==> src/rtl/task_dispatch_stage_pkg.sv <==
// Shared sizes and the dispatch FIFO entry type for the task dispatch stage.
// Source count and index width are fixed by the 16-input arbiter tree.
package task_dispatch_stage_pkg;

  localparam int SRC_N         = 16;
  localparam int IDX_W         = 4;
  localparam int TASK_W        = 8;
  localparam int DEPTH_DEFAULT = 4;

  typedef struct packed {
    logic [IDX_W-1:0]  src;
    logic [TASK_W-1:0] task_id;
  } disp_entry_t;

endpackage

==> src/rtl/dispatch_fifo.sv <==
// Synchronous dispatch FIFO holding {source, task_id} entries.
// Head data reads as zero while empty so the dispatch outputs idle at zero.
module dispatch_fifo
  import task_dispatch_stage_pkg::*;
#(
  parameter  int DEPTH = DEPTH_DEFAULT,
  localparam int PTR_W = $clog2(DEPTH)
) (
  input  logic           clk,
  input  logic           rst,
  input  logic           push,
  input  logic           pop,
  input  disp_entry_t    wr_data,
  output disp_entry_t    rd_data,
  output logic           full,
  output logic           empty,
  output logic [PTR_W:0] count
);

  disp_entry_t      mem_r [DEPTH];
  logic [PTR_W-1:0] wr_ptr_r;
  logic [PTR_W-1:0] rd_ptr_r;
  logic [PTR_W:0]   count_r;
  logic             push_s;
  logic             pop_s;

  assign full   = (count_r == (PTR_W+1)'(DEPTH));
  assign empty  = (count_r == {(PTR_W+1){1'b0}});
  assign count  = count_r;
  assign push_s = push & ~full;
  assign pop_s  = pop & ~empty;

  // Head data, forced to zero while the FIFO holds nothing.
  always_comb begin
    rd_data = {$bits(disp_entry_t){1'b0}};
    if (!empty) begin
      rd_data = mem_r[rd_ptr_r];
    end else begin
      rd_data = {$bits(disp_entry_t){1'b0}};
    end
  end

  // Storage, pointers and occupancy; pointers wrap naturally at DEPTH.
  always_ff @(posedge clk or negedge rst) begin
    if (!rst) begin
      wr_ptr_r <= {PTR_W{1'b0}};
      rd_ptr_r <= {PTR_W{1'b0}};
      count_r  <= {(PTR_W+1){1'b0}};
      for (int i = 0; i < DEPTH; i++) begin
        mem_r[i] <= {$bits(disp_entry_t){1'b0}};
      end
    end else begin
      if (push_s) begin
        mem_r[wr_ptr_r] <= wr_data;
        wr_ptr_r        <= wr_ptr_r + PTR_W'(1);
      end
      if (pop_s) begin
        rd_ptr_r <= rd_ptr_r + PTR_W'(1);
      end
      case ({push_s, pop_s})
        2'b10:   count_r <= count_r + (PTR_W+1)'(1);
        2'b01:   count_r <= count_r - (PTR_W+1)'(1);
        default: count_r <= count_r;
      endcase
    end
  end

endmodule

==> src/rtl/task_dispatch_stage.sv <==
// Latches per-source task requests, feeds them to the round-robin arbiter and
// queues each accepted winner as {source, task_id} for the core dispatcher.
module task_dispatch_stage
  import task_dispatch_stage_pkg::*;
#(
  parameter  int DEPTH = DEPTH_DEFAULT,
  localparam int CNT_W = $clog2(DEPTH) + 1
) (
  input  logic                     clk,
  input  logic                     rst,
  input  logic [SRC_N-1:0]         src_req,
  input  logic [SRC_N*TASK_W-1:0]  src_task,
  output logic [SRC_N-1:0]         src_busy,
  output logic [SRC_N-1:0]         arb_req,
  input  logic [IDX_W-1:0]         arb_grant_index,
  input  logic                     arb_valid,
  output logic                     disp_valid,
  input  logic                     disp_ready,
  output logic [IDX_W-1:0]         disp_src,
  output logic [TASK_W-1:0]        disp_task,
  output logic                     drop_err
);

  logic [SRC_N-1:0]  pending_r;
  logic [TASK_W-1:0] task_r [SRC_N];
  logic              drop_err_r;
  logic [SRC_N-1:0]  capture_s;
  logic [SRC_N-1:0]  grant_dec_s;
  logic              accept_s;
  logic              fifo_full_s;
  logic              fifo_empty_s;
  logic [CNT_W-1:0]  fifo_count_s;
  disp_entry_t       push_entry_s;
  disp_entry_t       head_s;

  assign accept_s     = arb_valid & ~fifo_full_s;
  assign capture_s    = src_req & ~pending_r;
  assign push_entry_s = '{src: arb_grant_index, task_id: task_r[arb_grant_index]};

  // Masking while full keeps the arbiter's priority state from advancing
  // on grants this stage cannot take.
  assign arb_req = (fifo_count_s < CNT_W'(DEPTH)) ? pending_r : {SRC_N{1'b0}};

  // One-hot clear mask for the accepted winner.
  always_comb begin
    grant_dec_s = {SRC_N{1'b0}};
    if (accept_s) begin
      grant_dec_s[arb_grant_index] = 1'b1;
    end else begin
      grant_dec_s = {SRC_N{1'b0}};
    end
  end

  // Pending bits, latched task ids and the sticky drop flag.
  always_ff @(posedge clk or negedge rst) begin
    if (!rst) begin
      pending_r  <= {SRC_N{1'b0}};
      drop_err_r <= 1'b0;
      for (int i = 0; i < SRC_N; i++) begin
        task_r[i] <= {TASK_W{1'b0}};
      end
    end else begin
      // A request on a still-pending source is dropped even if that source
      // is granted on this same edge.
      pending_r  <= (pending_r & ~grant_dec_s) | capture_s;
      drop_err_r <= drop_err_r | (|(src_req & pending_r));
      for (int i = 0; i < SRC_N; i++) begin
        if (capture_s[i]) begin
          task_r[i] <= src_task[i*TASK_W +: TASK_W];
        end
      end
    end
  end

  dispatch_fifo #(
    .DEPTH (DEPTH)
  ) u_fifo (
    .clk     (clk),
    .rst     (rst),
    .push    (accept_s),
    .pop     (disp_valid & disp_ready),
    .wr_data (push_entry_s),
    .rd_data (head_s),
    .full    (fifo_full_s),
    .empty   (fifo_empty_s),
    .count   (fifo_count_s)
  );

  assign src_busy   = pending_r;
  assign disp_valid = ~fifo_empty_s;
  assign disp_src   = head_s.src;
  assign disp_task  = head_s.task_id;
  assign drop_err   = drop_err_r;

endmodule

==> config.mk <==
export PLATFORM = sky130hd
export DESIGN_NAME = task_dispatch_stage
export DESIGN_NICKNAME = d
export VERILOG_FILES = /design/src/rtl/task_dispatch_stage_pkg.sv /design/src/rtl/dispatch_fifo.sv /design/src/rtl/task_dispatch_stage.sv
export SDC_FILE = /design/constraint.sdc
export NUM_CORES = 1
export LEC_CHECK = 0
export CORE_AREA = 2 2 133 135
export CTS_CLUSTER_DIAMETER = 40
export DETAILED_ROUTE_END_ITERATION = 6
export DIE_AREA = 0 0 135 137
export GPL_TIMING_DRIVEN = 0
export PLACE_DENSITY = 0.88
export SLEW_MARGIN = 10
export SYNTH_ARGS = -nofsm -noshare
export SYNTH_HDL_FRONTEND = slang
export SYNTH_SLANG_ARGS = --single-unit
==> constraint.sdc <==
create_clock -name clk -period 4.8 [get_ports clk]
set_clock_uncertainty 0.15 [all_clocks]
set_input_delay 1.44 -clock clk [delete_from_list [all_inputs] [get_ports clk]]
set_output_delay 1.44 -clock clk [all_outputs]
set_load 0.02 [all_outputs]
==> run_1/class_map.png <==
The bar under the picture is 50 um long. Fill, decap, tap and diode cells in gray.
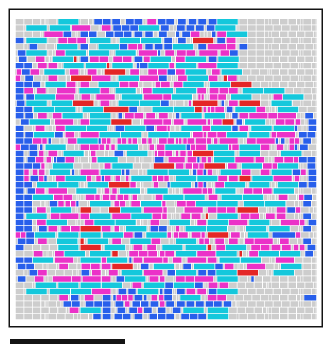
[remaining logic cells] magenta | cells: 368 | share of their area: 34%
[registers] cyan | cells: 200 | share of their area: 43%
[remaining buffers and delay cells] blue | cells: 236 | share of their area: 19%
[clock drivers and dummy loads] red | cells: 32 | share of their area: 5.0%
total core area: 17100 um2
Seq area share: 41.6%

==> run_1/gates.png <==
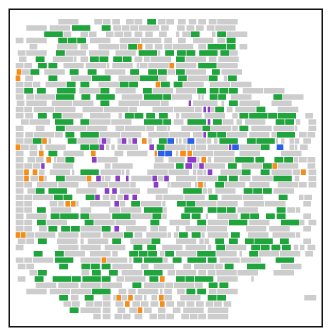
[nand cells] purple | cells: 30 | most used: nand2b_1
[xor and xnor cells] blue | cells: 6 | where: middle
[mux cells] green | cells: 229 | most used: mux2_2 | where: spread over the die
[nor cells] orange | cells: 35 | most used: nor2b_1
final cell count without fillers: 1061
most frequent logic cell in the layout: dfrtp_1
combinational share of cell area: 32.9%

==> flow_summary.json, run 1 <==
{
  "status": "finished clean",
  "post-place-ws_ns": 0.894,
  "cts_buffers": 17,
  "syn_area_um2": 9190,
  "yosys.area_share.simple_pct": 5.31,
  "combPwrFrac_pct": 42.1,
  "biggestCellCategory": "sequential cells",
  "final-comb-area_um2": 3960,
  "grt_pass1_vias": 6689,
  "drv_slew": 0,
  "cp_max_fo": 10,
  "synthCells": 609,
  "tns_ns": 0,
  "path_class": "reg -> out",
  "finalSetupViolations": 0,
  "finalClockPeriodUsage_pct": 90.1,
  "yosysWarnings": 0,
  "period_minus_slack_ns": 4.32,
  "grt_use_total_pct": 27.7,
  "finalPower_mw": 7.85,
  "num_io_pins": 198,
  "hold_ws_ns": 0.348,
  "grt_pass1_wl_mm": 37.3,
  "cp-startpoint": "u_fifo.rd_ptr_r[0]",
  "worstPathRequired_ns": 3.21,
  "fill_cells": 1127,
  "wl_per_cell_um": 22.8,
  "fp_nets": 767,
  "fp.dieH_um": 137,
  "taps": 225,
  "grt_start_max_net_pins": 105,
  "finalHoldViolations": 0,
  "powerSeq_mw": 3.11,
  "clockBufferDepth": 2,
  "aoi_share_pct": 2.93,
  "critPathCapture": "disp_task[7]",
  "diodes": 0,
  "first_pass_iters": 5,
  "timing.rr.end": "u_fifo.count[2]",
  "routed_wl_mm": 24.2,
  "flop_area_um2": 5000,
  "drcViolationCount": 0,
  "p_seq_share_pct": 39.6,
  "port-buffer-count": 194,
  "power_frac_clock_pct": 18.3,
  "post-cts-setup-buffer-count": 0,
  "cts_resized": 0,
  "syn_avg_cell_area_um2": 15.1,
  "yosysChipArea_um2": 9190,
  "maxCapViolations": 0,
  "gp_congestion": 0.854,
  "max-vdd-ir-drop_v": 0.000428,
  "xor_share_pct": 0.572,
  "clock.latency.late_pin_ns": 0.44,
  "tool_warnings": 31,
  "pg_clk_mw": 1.43
}
==> run_1/sizing.png <==
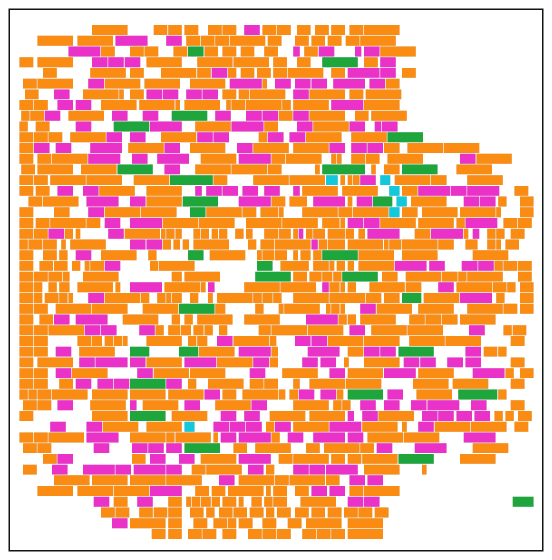
[x3 and x4] cyan | cells: 6
[x1 and smaller] orange | cells: 585
[x6 and larger] green | cells: 29
[x2] magenta | cells: 216
Non-CTS buffers: 236
area grow syn2layout: 30.9%
setup slack after layout: 0.475 ns
Final Cell Area: 12000 um2

run 1: how the worst min path moves through the flow:
stage                                 from               end  slack (ns)  cells after the start
after global placement    u_fifo.mem_r[20]  u_fifo.mem_r[20]        0.32                      1
after CTS                 u_fifo.mem_r[47]  u_fifo.mem_r[47]        0.35                      1
after detailed placement  u_fifo.mem_r[47]  u_fifo.mem_r[47]        0.33                      1
after floorplan           u_fifo.mem_r[23]  u_fifo.mem_r[23]        0.31                      1
final                     u_fifo.mem_r[33]  u_fifo.mem_r[33]        0.35                      1
after global routing      u_fifo.mem_r[33]  u_fifo.mem_r[33]        0.36                      1
run 1: worst max-delay path, stage by stage (launching register included):
cell	delay (ns)
dfrtp_1	0.34
clkbuf_1	0.29
buf_2	0.40
mux4_2	0.57
and2_1	0.17
clkdlybuf4s50_1	0.53
run 1: synthesized netlist by cell type, drive strengths merged (3+ instances only):
master / n / area (um2)
mux4: 44 / 991
mux2: 176 / 1980
xor2: 3 / 26.3
nand2: 7 / 26.3
a21oi: 8 / 40.0
clkbuf: 23 / 86.3
nor2b: 33 / 206
o31ai: 8 / 60.1
and2: 13 / 81.3
buf: 18 / 123
dfrtp: 200 / 5000
o21ai: 7 / 35.0
nand2b: 19 / 119
mux2i: 9 / 90.1
o22ai: 8 / 50.1
ha: 5 / 62.6
inv: 6 / 22.5
a22oi: 6 / 45.0
xnor2: 3 / 26.3
run 1: flip-flops by register name, summed over array words and instances, names as in the netlist:
signal           flops
task_r             128
u_fifo.mem_r        48
src_busy            16
u_fifo.count         3
u_fifo.rd_ptr_r      2
u_fifo.wr_ptr_r      2
drop_err             1
run 1: layer usage:
layer	vias up	track usage (%)
met5	-	0
met4	0	11.1
met3	50	5.26
met2	231	47.1
met1	3187	35.3
li1	2650	-
## Run 2: what changed since run 1
CORE_AREA = 2 2 146 148   (was 2 2 133 135)
DIE_AREA = 0 0 148 150   (was 0 0 135 137)
PLACE_DENSITY = 0.76   (was 0.88)
==> run_2/gates.png <==
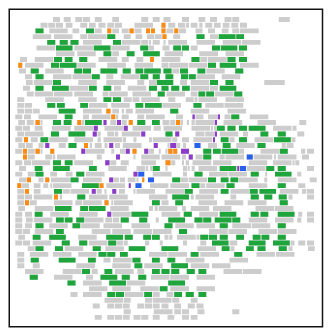
[nand cells] purple | cells: 30 | most used: nand2b_1
[xor and xnor cells] blue | cells: 6 | where: middle
[nor cells] orange | cells: 35 | most used: nor2b_1
[mux cells] green | cells: 229 | most used: mux2_2 | where: spread over the die

==> flow_summary.json, run 2 <==
{
  "clockBufferDepth": 2,
  "powerSeq_mw": 3.07,
  "finalHoldViolations": 0,
  "finalClockPeriodUsage_pct": 90.3,
  "tns_ns": 0,
  "synthTopCellsByCount": "dfrtp_1 (200), mux2_2 (160), mux4_2 (44)",
  "pg_clk_mw": 1.38,
  "clock.latency.late_pin_ns": 0.44,
  "yosysWarnings": 0,
  "lay_top_count": "dfrtp_1",
  "maxCapViolations": 0,
  "drv_slew": 0,
  "max-vdd-ir-drop_v": 0.000311,
  "grt_pass1_wl_mm": 36.6,
  "yosysChipArea_um2": 9190,
  "cts_buffers": 17,
  "busiest_layer": "met2",
  "worstPathRequired_ns": 3.21,
  "syn_avg_cell_area_um2": 15.1,
  "cts_resized": 0,
  "top_register": "task_r",
  "fp_nets": 767,
  "drcViolationCount": 0,
  "grt_use_total_pct": 22.2,
  "whs_path_depth": 1,
  "grt_start_max_net_pins": 107,
  "finalSetupViolations": 0,
  "crit_family": "buffers and inverters",
  "first_pass_iters": 4,
  "cp_num_buf_inv": 3,
  "slowest_stage": "mux4_2",
  "cp_cell_sequence": "clkbuf_1 -> buf_2 -> mux4_2 -> and2_1 -> clkdlybuf4s50_1",
  "combPwrFrac_pct": 42.3,
  "top_area_share_pct": 54.5,
  "stdcell_count": 1110,
  "post-cts-setup-buffer-count": 0,
  "tool_warnings": 31,
  "path_class": "reg -> out",
  "cp_num_cells": 5,
  "use_met1_pct": 29.7,
  "gp_congestion": 0.800,
  "status": "finished clean"
}
==> run_2/m2.png <==
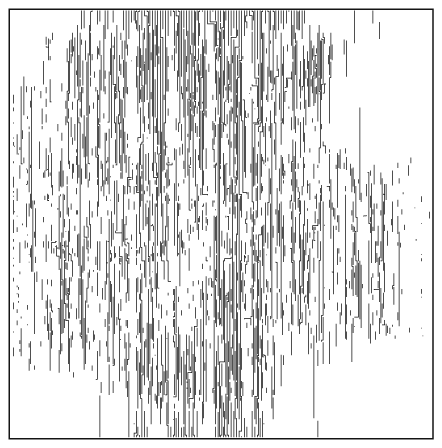
share of all routed wire: 50%
longest straight run: 72.8 um
wire length on this layer: 12000 um
nets with wire on the layer: 910
main direction: vertical
met2 usage: 36.0%
Routed WL: 23.8 mm
Vias: 5999

==> run 2: through the flow <==
stage | cell area (um2) | total power, mW | util (%) | worst slack [ns] | hold slack [ns]
global placement | 11500 | 6.25 | 55.5 | -6.31 | 0.317
detailed placement | 11500 | 6.36 | 55.6 | 0.898 | 0.316
CTS | 12100 | 7.76 | 58.3 | 0.414 | 0.347
global route | 12100 | 8.16 | 58.3 | 0.294 | 0.360
floorplan | 9190 | 5.08 | - | 1.58 | 0.309
finish | 12100 | 7.72 | 58.3 | 0.465 | 0.341
==> run 2: area by class of cell <==
| class | count | area, um2 | share of cell area (%) |
|---|---|---|---|
| flip-flops and latches | 200 | 5000 | 41.5 |
| plain buffers | 41 | 209 | 1.73 |
| multi-input cells | 362 | 3960 | 32.8 |
| inverters | 6 | 22.5 | 0.187 |
| repair buffers | 195 | 1970 | 16.4 |
| clock inverters | 14 | 131 | 1.09 |
| well taps | 275 | 344 | 2.85 |
| clock buffers | 17 | 425 | 3.53 |
==> run 2: logic make-up (layout without fill, tap and decap cells) <==
logic type | count (synthesis) | in the layout | share of synthesized area (%)
muxes | 229 | 229 | 33.3
and+or+nand+nor | 80 | 80 | 5.31
xor gates and xnor gates | 6 | 6 | 0.572
DFF | 200 | 200 | 54.5
buffers and inverters | 47 | 273 | 2.52
adders and majority gates | 6 | 6 | 0.898
AOI/OAI and AO/OA | 41 | 41 | 2.93
==> run 2: path summary, 6_finish.rpt <==
path | from | end
max reg2reg | u_fifo.count[2] | u_fifo.count[2]
max | u_fifo.rd_ptr_r[0] | disp_src[0]
min | drop_err | drop_err
max in group asynchronous | rst | task_r[86]
min in group asynchronous | rst | task_r[31]
min reg2reg | drop_err | drop_err
## Run 3: what changed since run 2
GPL_TIMING_DRIVEN = 1   (was 0)
==> run_3/m2.png <==
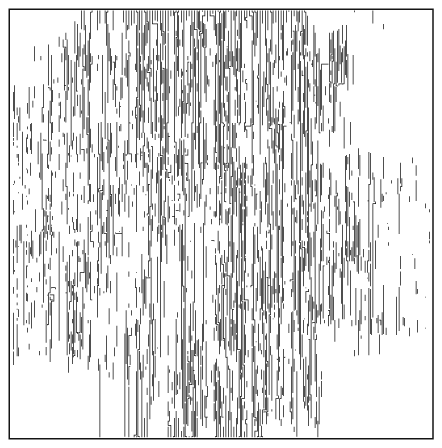
nets with wire on the layer: 895
longest straight run: 74.8 um
wire length on this layer: 12400 um
share of all routed wire: 51%
main direction: vertical
Routed WL: 24.2 mm
met2 usage: 38.2%

==> flow_summary.json, run 3 <==
{
  "status": "finished clean",
  "maxCapViolations": 0,
  "finalClockPeriodUsage_pct": 88.2,
  "diodes": 0,
  "cp_max_fo": 8,
  "cp_cell_sequence": "buf_4 -> mux4_2 -> and2_1 -> clkdlybuf4s50_1",
  "grt_pass1_vias": 6613,
  "relSlewSlack_pct": 18.3,
  "syn_area_um2": 9190,
  "hold_ws_ns": 0.343,
  "final_core_utilization_pct": 58.0,
  "vias": 5963,
  "synthTopCellsByArea": "dfrtp_1 (54%), mux2_2 (20%), mux4_2 (11%)",
  "drv_slew": 0,
  "period_minus_slack_ns": 4.23,
  "clockBufferDepth": 2,
  "grt_start_max_net_pins": 99,
  "stdcell_area_um2": 12000,
  "drcViolationCount": 0,
  "lay_top_count": "dfrtp_1",
  "dpl-instance-area_um2": 11400,
  "finalSetupViolations": 0,
  "top_register": "task_r",
  "yosysWarnings": 0,
  "yosysChipArea_um2": 9190,
  "tool_warnings": 29,
  "tns_ns": 0,
  "cts_resized": 0,
  "clock.latency.late_pin_ns": 0.44,
  "num_io_pins": 198,
  "fp.dieH_um": 150,
  "cts_buffers": 17,
  "synthCells": 609,
  "wl_per_cell_um": 22.4,
  "largest_reg_flops": 128,
  "syn_avg_cell_area_um2": 15.1,
  "slowest_delay_ns": 0.64,
  "clkTransAtPathRegs_ns": 0.08,
  "slowest_stage": "dfrtp_1",
  "most_common_cell": "dfrtp_1",
  "largest_area_cell": "dfrtp_1",
  "synthTopCellsByCount": "dfrtp_1 (200), mux2_2 (160), mux4_2 (44)",
  "max-vdd-ir-drop_v": 0.000355,
  "top_area_share_pct": 54.5,
  "finalPower_mw": 7.88,
  "grt_use_total_pct": 22.8,
  "finalHoldViolations": 0,
  "core-area_um2": 20700,
  "post-cts-setup-buffer-count": 0,
  "worstPathRequired_ns": 3.21,
  "grt_pass1_wl_mm": 37.9,
  "post-place-ws_ns": 0.857,
  "port-buffer-count": 197,
  "area_growth_pct": 30.6,
  "fp_nets": 767
}
==> run_3/gates.png <==
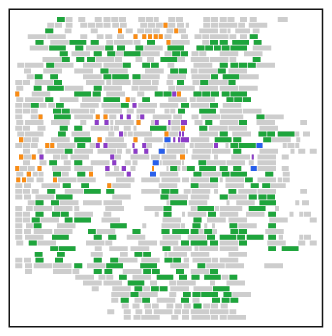
[nor cells] orange | cells: 35 | most used: nor2b_1
[xor and xnor cells] blue | cells: 6 | where: middle
[mux cells] green | cells: 229 | most used: mux2_2 | where: spread over the die
[nand cells] purple | cells: 30 | most used: nand2b_1 | where: middle
combinational share of cell area: 33.0%
final cell count without fillers: 1079

==> run 3: final cells by class <==
cell class | instances | area (um2)
fillers | 1633 | 8690
flip-flops and latches | 200 | 5000
multi-input cells | 362 | 3960
repair buffers | 204 | 2040
clock buffers | 17 | 425
well taps | 275 | 344
clock inverters | 15 | 206
inverters | 6 | 22.5
==> run 3: path summary, 6_finish.rpt <==
check	from	end	slack [ns]	depth (start not counted)
max in group asynchronous	rst	task_r[60]	2.62	2
hold reg to reg	drop_err	drop_err	0.34	1
min in group asynchronous	rst	task_r[17]	0.91	1
hold / removal	drop_err	drop_err	0.34	1
setup / recovery	u_fifo.rd_ptr_r[0]	disp_task[3]	0.57	4
setup reg to reg	u_fifo.count[2]	u_fifo.count[2]	1.85	8
==> run 3: cells by family after synthesis <==
group	count (synthesis)	synth area share (%)
muxes	229	33.3
adders and majority gates	6	0.898
xor gates and xnor gates	6	0.572
AOI/OAI and AO/OA	41	2.93
and+or+nand+nor	80	5.31
DFF	200	54.5
buffers and inverters	47	2.52
==> run 3: metal layers <==
| layer | share of wire [%] | GRT usage [%] |
|---|---|---|
| met2 | 51 | 38.2 |
| met4 | 3.0 | 9.14 |
| met3 | 4.6 | 3.38 |
| met1 | 41 | 30.1 |
| met5 | 0 | 0 |
==> run 3: where the power goes <==
part	leakage (nW)	switching (mW)	internal, mW
Combinational	2.15	1.34	1.87
Clock	0.300	0.681	0.844
Sequential	2.32	0.598	2.54
Total	4.78	2.62	5.26
==> run 3: critical path: cells and delay by family (launching register included) <==
| kind | cells | cell delay (ns) |
|---|---|---|
| simple gates | 1 | 0.19 |
| buf+inv | 2 | 0.82 |
| flops | 1 | 0.64 |
| mux | 1 | 0.56 |
Power is estimated from default activity; no workload was simulated.
